File: src/rtl/pcm_delay_if.sv
// pcm_delay_if
// Bundles the per-channel delay-line signals so a channel can be passed around
// as one object.
//   delay             requested extra delay in samples (0 .. 2^DELAY_WIDTH-1)
//   pcm_data          input PCM sample, one per clock
//   delayed_pcm_data  registered delayed sample
// master modport: the side that drives samples and delay (e.g. steering wrapper)
// slave modport:  the delay line itself
interface pcm_delay_if #(
    parameter int DATA_WIDTH  = 19,
    parameter int DELAY_WIDTH = 5
);
    logic [DELAY_WIDTH-1:0] delay;
    logic [DATA_WIDTH-1:0]  pcm_data;
    logic [DATA_WIDTH-1:0]  delayed_pcm_data;

    modport master (
        output delay,
        output pcm_data,
        input  delayed_pcm_data
    );

    modport slave (
        input  delay,
        input  pcm_data,
        output delayed_pcm_data
    );
endinterface

File: src/rtl/pcm_delay_line.sv
// pcm_delay_line
// Integer-sample delay for one microphone channel. Keeps the last
// 2^DELAY_WIDTH input samples and registers the sample from `delay` clocks ago.
// Ports:
//   clk   sample clock, one sample accepted per rising edge
//   rst   synchronous active-low reset (clears history and output)
//   bus   pcm_delay_if slave: delay, pcm_data in; delayed_pcm_data out
module pcm_delay_line #(
    parameter int DATA_WIDTH  = 19,
    parameter int DELAY_WIDTH = 5
) (
    input  logic        clk,
    input  logic        rst,
    pcm_delay_if.slave  bus
);
    localparam int DEPTH = 1 << DELAY_WIDTH;

    logic [DATA_WIDTH-1:0]  hist [DEPTH];
    logic [DELAY_WIDTH-1:0] wr_ptr;
    logic [DELAY_WIDTH-1:0] rd_ptr;
    logic [DATA_WIDTH-1:0]  rd_data;
    logic [DATA_WIDTH-1:0]  out_q;

    // wr_ptr is the slot about to be written, so the newest stored sample sits
    // at wr_ptr-1 and h[delay-1] sits at wr_ptr-delay. The 5-bit subtraction
    // wraps naturally. For delay=0 that address is the oldest slot, which is
    // being overwritten this edge, so the live input is taken instead.
    assign rd_ptr  = wr_ptr - bus.delay;
    assign rd_data = (bus.delay == '0) ? bus.pcm_data : hist[rd_ptr];

    always_ff @(posedge clk) begin
        if (!rst) begin
            for (int i = 0; i < DEPTH; i++) begin
                hist[i] <= '0;
            end
            wr_ptr <= '0;
            out_q  <= '0;
        end else begin
            hist[wr_ptr] <= bus.pcm_data;
            wr_ptr       <= wr_ptr + DELAY_WIDTH'(1);
            out_q        <= rd_data;
        end
    end

    assign bus.delayed_pcm_data = out_q;
endmodule

File: src/flat_wrapper.sv
// flat-port wrapper written by rule: the top's interface ports become plain ports
module pcm_delay_line_flat 
#(
    parameter int DATA_WIDTH  = 19,
    parameter int DELAY_WIDTH = 5
)
  (clk, rst, bus_delay, bus_pcm_data, bus_delayed_pcm_data);
  pcm_delay_if #(.DATA_WIDTH(DATA_WIDTH), .DELAY_WIDTH(DELAY_WIDTH)) bus_i ();
  input  logic clk;
  input  logic rst;
  input wire logic [$bits(bus_i.delay)-1:0] bus_delay;
  input wire logic [$bits(bus_i.pcm_data)-1:0] bus_pcm_data;
  output wire logic [$bits(bus_i.delayed_pcm_data)-1:0] bus_delayed_pcm_data;
  assign bus_i.delay = bus_delay;
  assign bus_i.pcm_data = bus_pcm_data;
  assign bus_delayed_pcm_data = bus_i.delayed_pcm_data;
  pcm_delay_line #(.DATA_WIDTH(DATA_WIDTH), .DELAY_WIDTH(DELAY_WIDTH)) u_core (.clk(clk), .rst(rst), .bus(bus_i));
endmodule
File: config.mk
export PLATFORM = sky130hd
export DESIGN_NAME = pcm_delay_line_flat
export DESIGN_NICKNAME = d
export VERILOG_FILES = /design/src/rtl/pcm_delay_if.sv /design/src/rtl/pcm_delay_line.sv /design/src/flat_wrapper.sv
export SDC_FILE = /design/constraint.sdc
export NUM_CORES = 1
export LEC_CHECK = 0
export ABC_AREA = 1
export CAP_MARGIN = 20
export CORE_MARGIN = 2
export CORE_UTILIZATION = 30
export CTS_CLUSTER_DIAMETER = 200
export DETAILED_ROUTE_END_ITERATION = 8
export PLACE_DENSITY = 0.49
export SETUP_SLACK_MARGIN = 0.5
export SYNTH_ARGS = -nofsm -noshare
export SYNTH_HDL_FRONTEND = slang
export SYNTH_SLANG_ARGS = --single-unit
File: constraint.sdc
create_clock -name clk -period 7.1 [get_ports clk]
set_input_delay 1.42 -clock clk [delete_from_list [all_inputs] [get_ports clk]]
set_output_delay 1.42 -clock clk [all_outputs]
set_load 0.02 [all_outputs]
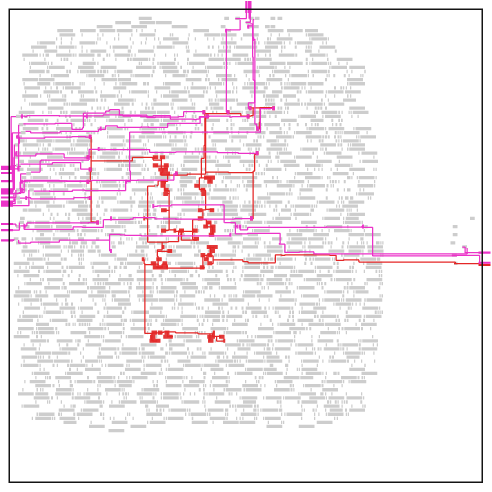
run_1/port_trees.png
Scale: 1.5 px per µm.
color	port	bits	direction	end cells	buffers	wire
red	rst	1	input	84	2	1,120 µm
magenta	bus_pcm_data	19	input	38	19	2,560 µm

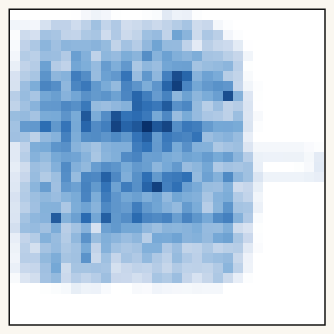
run_1/route_heat.png
Scale: 1 px per µm. 31 x 31 tiles, from white (low) to dark blue (high), scaled to the fullest tile. Values are wire area over tile area, all layers added.
mean over tiles	0.16
densest ninth of the die	center
tiles over half the peak	22%

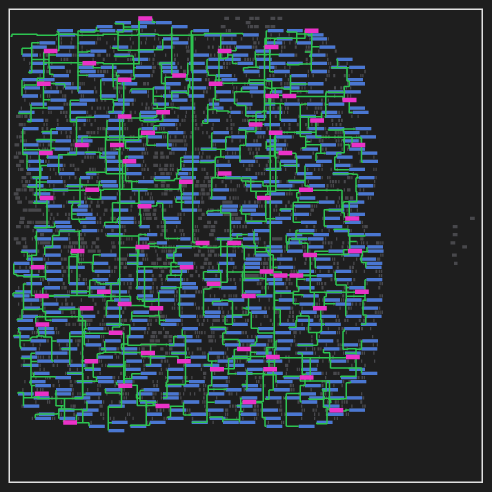
run_1/clock_wires.png
Scale: 1.5 px per µm.
[blue] flip-flops | count: 632
[green] clock wires | length: 8,520 µm
[magenta] clock-net drivers | count: 70
routed clock nets	71

[run 1: cells in the final DEF (no fill, tap or decap), types with 2 or more instances in the layout]
| master | synthesis | routed |
|---|---|---|
| inv_2 | 6 | 5 |
| xor2_1 | 3 | 2 |
| buf_12 | 0 | 4 |
| o21ai_1 | 22 | 22 |
| buf_8 | 1 | 4 |
| dfxtp_1 | 24 | 24 |
| clkbuf_16 | 0 | 71 |
| clkdlybuf4s50_1 | 0 | 43 |
| buf_6 | 17 | 2 |
| o21ai_0 | 256 | 227 |
| xnor2_1 | 2 | 2 |
| ha_1 | 8 | 7 |
| bufinv_16 | 0 | 3 |
| nand3_1 | 289 | 289 |
| clkbuf_8 | 0 | 3 |
| nand2_1 | 201 | 200 |
| buf_16 | 0 | 3 |
| o21ai_2 | 0 | 29 |
| clkinv_2 | 0 | 5 |
| nand3_2 | 25 | 25 |
| inv_1 | 173 | 172 |
| o211ai_1 | 47 | 47 |
| nor2_2 | 3 | 3 |
| a21oi_1 | 68 | 68 |
| clkbuf_1 | 135 | 24 |
| nor2_1 | 972 | 972 |
| buf_4 | 6 | 60 |
| edfxtp_1 | 608 | 608 |
| inv_6 | 0 | 7 |
| clkinv_1 | 0 | 13 |
[run 1: worst max path at each step]
stage	start	to	slack [ns]	cells after the start
after global placement	bus_delay[0]	u_core.bus.delayed_pcm_data[1]	1.97	12
after CTS	bus_delay[0]	u_core.bus.delayed_pcm_data[1]	2.59	12
after detailed placement	bus_delay[0]	u_core.bus.delayed_pcm_data[1]	1.93	12
after global routing	bus_delay[0]	u_core.bus.delayed_pcm_data[2]	2.24	11
final	bus_delay[0]	u_core.bus.delayed_pcm_data[1]	2.51	12
after floorplan	bus_delay[0]	u_core.bus.delayed_pcm_data[18]	3.88	11
[run 1: report_power, final]
part / internal, mW / switching (mW) / total (mW) / leakage (nW)
combinational: 0.427 / 1.18 / 1.61 / 5.00
clock: 1.99 / 1.50 / 3.49 / 1.03
sequential: 4.25 / 0.0660 / 4.32 / 6.50
[run 1: cells by family (layout without fill, tap and decap cells)]
logic type / Yosys count / count (layout)
xor gates and xnor gates: 5 / 5
adders and majority gates: 9 / 9
and+or+nand+nor: 1492 / 1492
AOI/OAI and AO/OA: 393 / 393
DFF: 632 / 632
buffers and inverters: 412 / 420
[run 1: through the flow]
stage	setup WS (ns)	std cells
floorplan	3.88	2943
detailed placement	1.93	4089
finish	2.51	4216
CTS	2.59	4214
global placement	1.97	4082
global route	2.24	4216
[run 1: critical path: stages]
cell and delay [ns]:
clkdlybuf4s50_1 0.51, ha_4 0.15, fa_4 0.74, inv_6 0.74
buf_12 0.38, nor2_1 0.09, o21ai_0 0.08, nand3_1 0.15
nand3_1 0.28, nand3_1 0.14, nand2_1 0.10, a21oi_1 0.06
[run 1: flip-flops by register name, indices dropped and copies added (netlist names)]
signal                       cells
u_core.hist                    608
u_core.bus.delayed_pcm_data     19
u_core.wr_ptr                    5
[run 1: layout make-up]
type	instances	area [µm²]	area share
clock buffer	98	1910	0.0582
clock inverter	27	215	0.00657
inverter	179	682	0.0208
multi-input combinational	1899	8530	0.260
sequential	632	18700	0.572
tap	1265	1580	0.0483
timing repair buffer	116	1130	0.0344
==> GITHUB_STEP_SUMMARY, run 1 <==
### Metrics collected by this job

| Metric | Value |
|---|---|
| Pin count of the biggest net entering global routing | `155` |
| Sink Count | `632` |
| MaxCap Viol Count | `0` |
| WL met2 | `44.8 mm` |
| F_max | `0.218 GHz` |
| RR Endpoint | `u_core.bus.delayed_pcm_data[1]` |
| Drt initial violations | `2,198` |
| Synth Warn # | `0` |
| Crit path launch type | `primary input` |
| Hold Path End | `u_core.wr_ptr[0]` |
| GR Layer Usage met3 | `0.0230` |
| RSZ-0062 raised after global routing | `no` |
| OpenROAD warnings | `33` |
| Syn Std Cell Area | `28,900 µm²` |
| CTS tree | `built` |
| CP max FO | `113` |
| Hold crit path type | `reg -> reg` |
| Syn Area/Cell | `9.82 µm²` |
| Highest metal layer with signal wires | `met4` |
| # port buffers | `44` |
| Worst skew pair latency | `0.61 ns` |
| Most frequent cells after synthesis | `nor2_1, edfxtp_1, nand3_1, o21ai_0, nand2_1` |
| Initial core utilization | `0.303` |
| Metal3 WL | `5.68 mm` |
| Share of cells above drive strength 1 | `0.0783` |
| Area leader, netlist | `edfxtp_1` |
| Area growth from synthesis to layout | `13.4%` |
| Unique cell types | `25` |
| First-pass GRT wire length | `140 mm` |
| Hold Path Cell Cnt | `1` |
| Die width | `314 µm` |
| YS chip area | `28,900 µm²` |
| Ports | `45` |
| Busiest grt layer | `met2` |
| Core outline area | `95,300 µm²` |
| Dominant Register Cell | `edfxtp_1` |
| Status | `complete, no violations` |
| Pwr Density | `287 nW/µm²` |
| Syn_nets | `2,978` |
==> inputs of run 2 (changes only) <==
- PLACE_DENSITY: 0.49 -> 0.51
- clock period: 7.1 -> 4.2 ns (I/O delays scaled with it)
==> run 2 against run 1 <==
Compared with the run above: clock-buffer cell count is 1 higher; critical endpoint is now u_core.bus.delayed_pcm_data[18]; global-route usage is 0.37 points lower; cell area is 1.9% higher; critical path depth stayed put.
==> GITHUB_STEP_SUMMARY, run 2 <==
### Metrics collected by this job

| Metric | Value |
|---|---|
| Status | `complete, no violations (unchanged)` |
| Ports | `45 (unchanged)` |
| Area growth from synthesis to layout | `15.6% (was 13.4%)` |
| OpenROAD warnings | `32 (was 33)` |
| Share of cells above drive strength 1 | `0.0894 (was 0.0783)` |
| Kind of critical path | `in -> reg (unchanged)` |
| Most frequent cells after synthesis | `nor2_1, edfxtp_1, nand3_1, o21ai_0, nand2_1 (unchanged)` |
| Dominant Register Cell | `edfxtp_1 (unchanged)` |
| Dpl ws | `-0.00896 ns (was 1.93 ns)` |
| Slew Viols, Final | `0 (unchanged)` |
| Crit path cell chain | `clkdlybuf4s50_1, ha_4, fa_4, inv_6, buf_4, buf_4, nand3_1, nand3_1, nand3_1, nand3_1, nand3_1, a21oi_1 (was clkdlybuf4s50_1, ha_4, fa_4, inv_6, buf_12, nor2_1, o21ai_0, nand3_1, nand3_1, nand3_1, nand2_1, a21oi_1)` |
| Syn Area/Cell | `9.82 µm² (unchanged)` |
| Finished Core Util | `0.351 (was 0.344)` |
| Tcrit/Tclk final | `0.833` |
| Switch Pwr | `4.70 mW (was 2.75 mW)` |
| Final Power | `16.4 mW (was 9.41 mW)` |
| Hold crit path type | `reg -> reg (unchanged)` |
| Area leader, netlist | `edfxtp_1 (unchanged)` |
| Unique cell types | `25 (unchanged)` |
| Area leader share | `0.632 (unchanged)` |
| Most frequent cells in the layout | `nor2_1, edfxtp_1, nand3_1 (unchanged)` |
| Worst skew pair latency | `0.62 ns (was 0.61 ns)` |
| Crit path launch type | `primary input (unchanged)` |
| Initial core utilization | `0.303 (unchanged)` |
| MaxCap Viol Count | `0 (unchanged)` |
| RSZ-0062 raised after global routing | `no (unchanged)` |
| # port buffers | `44 (unchanged)` |
| Setup WS post-layout | `0.701 ns (was 2.51 ns)` |
| CTS tree | `built (unchanged)` |
| Pin count of the biggest net entering global routing | `103 (was 155)` |
| Power Internal | `11.7 mW (was 6.67 mW)` |
| F_max | `0.286 GHz` |
| Drt initial violations | `2,432 (was 2,198)` |
| First-pass DRT Iterations | `5 (unchanged)` |
| DR WL/cell | `22.1 µm (was 22.7 µm)` |
| Largest register FFs | `608 (unchanged)` |
| Top-count cell post-synth | `nor2_1 (unchanged)` |
| Clk pwr share | `0.383 (was 0.371)` |
| CP peak stage delay | `0.69 ns (was 0.74 ns)` |
| First-pass GRT wire length | `138 mm (was 140 mm)` |
| CP max FO | `22 (was 113)` |
| GP Congestion | `0.809 (was 0.798)` |
| Top cell excl fill/tap | `nor2_1 (unchanged)` |
| Pwr Density | `492 nW/µm² (was 287 nW/µm²)` |
| Design area | `33,400 µm² (was 32,800 µm²)` |
| Combinational Power Share | `0.173 (was 0.171)` |
| Syn_nets | `2,978 (unchanged)` |
| Synth Warn # | `0 (unchanged)` |
| Most flops, register | `u_core.hist (unchanged)` |
| Syn Std Cell Area | `28,900 µm² (unchanged)` |
| Crit end category | `register (unchanged)` |
| Die width | `314 µm (unchanged)` |
| Share of power burned in registers | `0.445 (was 0.459)` |
| Cell mode on critical path | `nand3_1 (unchanged)` |
| Switching part of the total power | `0.286 (was 0.292)` |
| Skew final | `0.0248 ns (was 0.0170 ns)` |
| YS chip area | `28,900 µm² (unchanged)` |
| Core outline area | `95,300 µm² (unchanged)` |
| Clock buffer depth | `3 (unchanged)` |
| Sink Count | `632 (unchanged)` |
| CP max-delay cell | `fa_4 (unchanged)` |
## run 2: metrics by stage
step / hold WS (ns) / cells / TNS, ns
6_report: 0.526 / 4253 / 0
5_1_grt: 0.563 / 4252 / 0
4_1_cts: 0.512 / 4248 / 0
3_5_place_dp: 0.499 / 4116 / -0.00896
3_3_place_gp: 0.491 / 4113 / -0.0283
2_1_floorplan: 0.464 / 2943 / 0
## run 2: cells by family (layout without fill, tap and decap cells)
| kind of cell | after synthesis | count (layout) | synth area share |
|---|---|---|---|
| buf+inv | 412 | 456 | 0.0615 |
| other cells | 0 | 1 | 0 |
| flops | 632 | 632 | 0.648 |
| xor+xnor | 5 | 5 | 0.00152 |
| fa+ha+maj | 9 | 9 | 0.00416 |
| simple gates | 1492 | 1492 | 0.212 |
| compound gates | 393 | 393 | 0.0721 |
## run 2: layout make-up
| cell class | count | area [µm²] |
|---|---|---|
| clock inverter | 33 | 307 |
| inverter | 179 | 682 |
| tap | 1265 | 1580 |
| sequential | 632 | 18700 |
| timing repair buffer | 145 | 1560 |
| antenna | 1 | 2.50 |
| clock buffer | 99 | 2010 |
| multi-input combinational | 1899 | 8530 |
| fill | 9589 | 61900 |
## run 2: repair_timing
action | in CTS | in global routing
endpoints found under the setup margin | 0 | 2
setup buffers | 0 | 0
gates resized | 0 | 2
## run 2: layer usage
layer	track usage	vias to the layer above	share of wire	routed length (µm)
met5	0	-	0	0
met4	0.0510	0	0.026	2420
met3	0.0353	130	0.074	6950
met2	0.287	812	0.45	42000
met1	0.274	10519	0.45	42700
li1	-	9867	-	-
## run 2: critical path: cells and delay by family
| kind | cells | cell delay (ns) |
|---|---|---|
| AND/OR/NAND/NOR | 5 | 0.81 |
| AND-OR/OR-AND | 1 | 0.19 |
| buffers and inverters | 4 | 1.30 |
| adder cells (fa/ha/maj) | 2 | 0.84 |
## run 2: power by group through the flow
stage	Sequential, mW	Combinational, mW	Clock (mW)
2_1_floorplan	7.44	1.59	0
6_report	7.31	2.84	6.29
4_1_cts	7.30	2.83	6.38
3_5_place_dp	7.43	2.83	0
3_3_place_gp	7.44	2.83	0
5_1_grt	7.33	3.07	6.59
## run 2: final timing paths
| kind | from | end | slack, ns | cells past startpoint |
|---|---|---|---|---|
| worst max register to register | u_core.wr_ptr[0] | u_core.bus.delayed_pcm_data[18] | 0.78 | 12 |
| worst min-delay path | u_core.wr_ptr[0] | u_core.wr_ptr[0] | 0.53 | 1 |
| worst min register to register | u_core.wr_ptr[0] | u_core.wr_ptr[0] | 0.53 | 1 |
| worst max-delay path | bus_delay[0] | u_core.bus.delayed_pcm_data[18] | 0.70 | 12 |
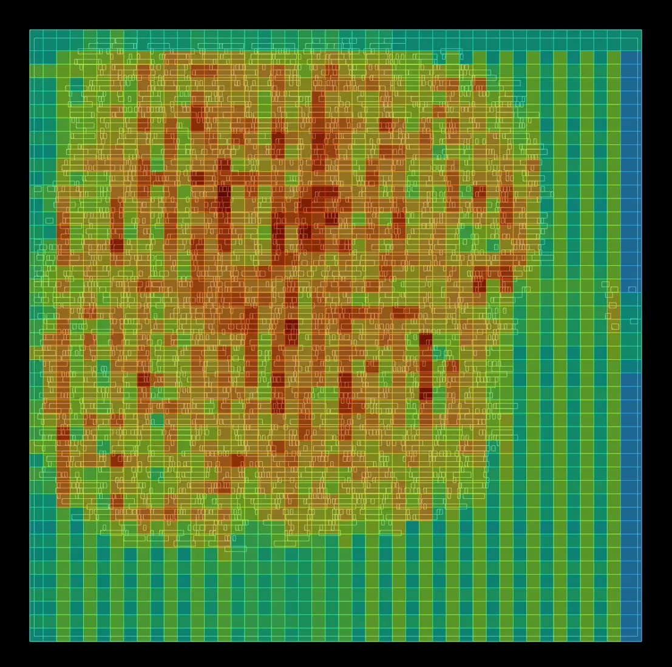
run_2/congestion_map.png
busiest grt layer: met2
Total GRT Usage: 0.189

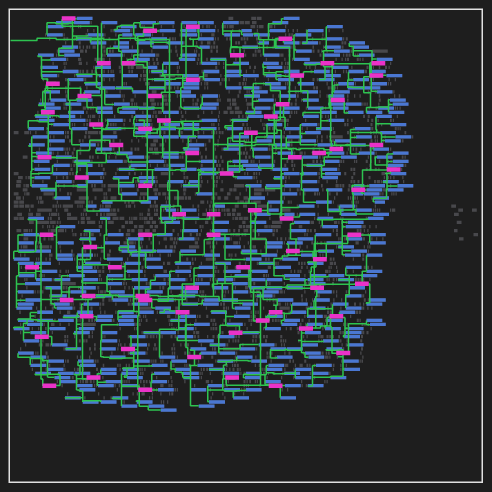
run_2/clock_wires.png
Scale: 1.5 px per µm.
[green] clock wires | length: 8,500 µm
[blue] flip-flops | count: 632
[magenta] clock-net drivers | count: 72
flops lie	all over the die
routed clock nets	73

==> inputs of run 3 (changes only) <==
- clock period: 4.2 -> 3.2 ns (I/O delays scaled with it)
==> run 3 against run 2 <==
Compared with the run above: sequential share of layout area is 3.0 points lower; clock-buffer cell count is 2 higher; register-to-register slack worse by 0.40 ns; combinational power is 64% higher.
==> GITHUB_STEP_SUMMARY, run 3 <==
### Metrics collected by this job

| Metric | Value |
|---|---|
| Ports | `45 (unchanged)` |
| Most frequent cells after synthesis | `nor2_1, edfxtp_1, nand3_1, o21ai_0, nand2_1 (unchanged)` |
| DPL Wire Length | `60.7 mm (was 56.1 mm)` |
| Final setup TNS | `0 ns (unchanged)` |
| Core outline area | `95,300 µm² (unchanged)` |
| Diodes inserted | `0 (was 1)` |
| Most flops, register | `u_core.hist (unchanged)` |
| Slew Viols, Final | `0 (unchanged)` |
| Pwr Density | `625 nW/µm² (was 492 nW/µm²)` |
| # rows | `113 (unchanged)` |
| First-pass DRT Iterations | `5 (unchanged)` |
| Largest register FFs | `608 (unchanged)` |
| MaxCap Viol Count | `0 (unchanged)` |
| Status | `complete, no violations (unchanged)` |
| Worst-case hold slack | `0.498 ns (was 0.526 ns)` |
| Dominant Register Cell | `edfxtp_1 (unchanged)` |
| Kind of critical path | `reg -> reg (was in -> reg)` |
| Clock buffer depth | `3 (unchanged)` |
| Top-count cell post-synth | `nor2_1 (unchanged)` |
| Worst Tran Pin Value | `0.633 ns (was 1.08 ns)` |
| P_leak | `13.7 nW (was 12.8 nW)` |
| Sink Count | `632 (unchanged)` |
| Area growth from synthesis to layout | `22.2% (was 15.6%)` |
| Top cell excl fill/tap | `nor2_1 (unchanged)` |
| OpenROAD warnings | `32 (unchanged)` |
| Unique cell types | `25 (unchanged)` |
| Syn Std Cell Area | `28,900 µm² (unchanged)` |
| RSZ-0062 raised after global routing | `yes (was no)` |
| Initial core utilization | `0.303 (unchanged)` |
| Syn Area/Cell | `9.82 µm² (unchanged)` |
| First-pass GRT wire length | `143 mm (was 138 mm)` |
| Drt initial violations | `2,246 (was 2,432)` |
| GP Congestion | `0.841 (was 0.809)` |
| Share of cells above drive strength 1 | `0.158 (was 0.0894)` |
| # port buffers | `44 (unchanged)` |
| YS chip area | `28,900 µm² (unchanged)` |
| Syn_nets | `2,978 (unchanged)` |
| Crit path launch type | `register (was primary input)` |
| CTS tree | `built (unchanged)` |
| Area leader, netlist | `edfxtp_1 (unchanged)` |
| Placed cell count | `4,230 (was 4,116)` |
| Skew final | `0.0203 ns (was 0.0248 ns)` |
| Final std cells w/o fill | `4,377 (was 4,253)` |
| Crit end category | `register (unchanged)` |
| CP max FO | `5 (was 22)` |
| Area leader share | `0.632 (unchanged)` |
| Tcrit/Tclk final | `0.882` |
| Flop area | `18,700 µm² (about the same)` |
| F_max | `0.354 GHz` |
| Hold crit path type | `in -> reg (was reg -> reg)` |
| Die width | `314 µm (unchanged)` |
| Most frequent cells in the layout | `nor2_1, edfxtp_1, nand3_1 (unchanged)` |
| Synth Warn # | `0 (unchanged)` |
| Pin count of the biggest net entering global routing | `84 (was 103)` |
| Logic cell area | `9140 µm² (was 8530 µm²)` |
[run 3: cell counts after synthesis]
No cell type changed its count.
[run 3: logic make-up after synthesis]
| logic type | count (synthesis) | synth area share |
|---|---|---|
| simple gates | 1492 | 0.212 |
| buf+inv | 412 | 0.0615 |
| flops | 632 | 0.648 |
| xor+xnor | 5 | 0.00152 |
| fa+ha+maj | 9 | 0.00416 |
| compound gates | 393 | 0.0721 |
[run 3: area by class of cell]
type	instances	share of cell area
Inverter	179	0.0197
Timing Repair Buffer	274	0.0840
Clock inverter	25	0.00418
Clock buffer	101	0.0574
Multi-Input combinational cell	1900	0.259
Sequential cell	632	0.531
Tap cell	1265	0.0448
Timing Repair inverter	1	0.000461
[run 3: power breakdown]
part	internal, mW	switching (mW)	leakage [nW]
sequential	9.44	0.154	6.50
clock	4.49	3.34	1.06
combinational	1.66	3.01	6.18
total	15.6	6.51	13.7
[run 3: per-stage QoR]
stage	utilization	worst slack (ns)	total power [mW]	cell area, µm²
detailed placement	0.336	-0.472	13.7	32000
global placement	0.336	-0.487	13.7	32000
floorplan	-	0.165	11.8	28900
global route	0.371	0.346	22.8	35300
CTS	0.366	0.427	21.9	34800
finish	0.371	0.379	22.1	35300
[run 3: worst paths after layout]
kind / slack (ns) / from / depth (start not counted) / endpoint
worst min register to register: 0.57 / u_core.wr_ptr[0] / 2 / u_core.wr_ptr[0]
worst min-delay path: 0.50 / rst / 3 / u_core.wr_ptr[0]
worst max-delay path: 0.38 / u_core.wr_ptr[0] / 12 / u_core.bus.delayed_pcm_data[13]
worst max register to register: 0.38 / u_core.wr_ptr[0] / 12 / u_core.bus.delayed_pcm_data[13]
[run 3: layer usage]
| metal | wire length [µm] | global-route usage |
|---|---|---|
| met3 | 7270 | 0.0422 |
| met4 | 3280 | 0.0690 |
| met2 | 45400 | 0.310 |
| met5 | 0 | 0 |
| met1 | 42000 | 0.264 |
[run 3: what timing repair did]
action                                  CTS  global route
gates resized                           109            86
buffers inserted                          7             2
gates cloned                              6             6
pin swaps                                31            34
endpoints found under the setup margin   19            19
[run 3: critical path: stages (launching register included)]
cell and delay, ns:
dfxtp_2 0.35, inv_4 0.05, ha_4 0.15, fa_4 0.89, buf_8 0.16, buf_6 0.10
xnor2_2 0.06, nor2_1 0.08, nand2_1 0.09, nor2_4 0.16, nand2_4 0.14, o21ai_0 0.38
a21oi_1 0.07
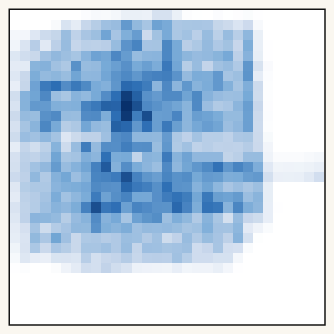
run_3/route_heat.png
Scale: 1 px per µm. 31 x 31 tiles, from white (low) to dark blue (high), scaled to the fullest tile. Values are wire area over tile area, all layers added.
DR WL/cell: 22.4 µm
Total GRT Usage: 0.195
Post-Route WL: 97.9 mm
routed vias: 21.7k

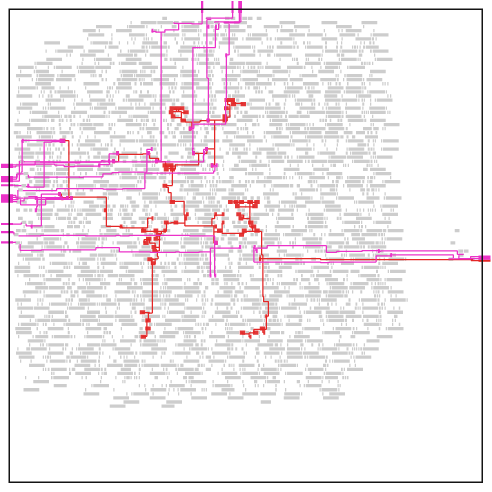
run_3/port_trees.png
Scale: 1.5 px per µm.
color	port	bits	direction	end cells	buffers	wire
red	rst	1	input	84	2	973 µm
magenta	bus_pcm_data	19	input	38	19	2,030 µm

Power figures rest on the tool's default switching activity, not on a simulated workload.
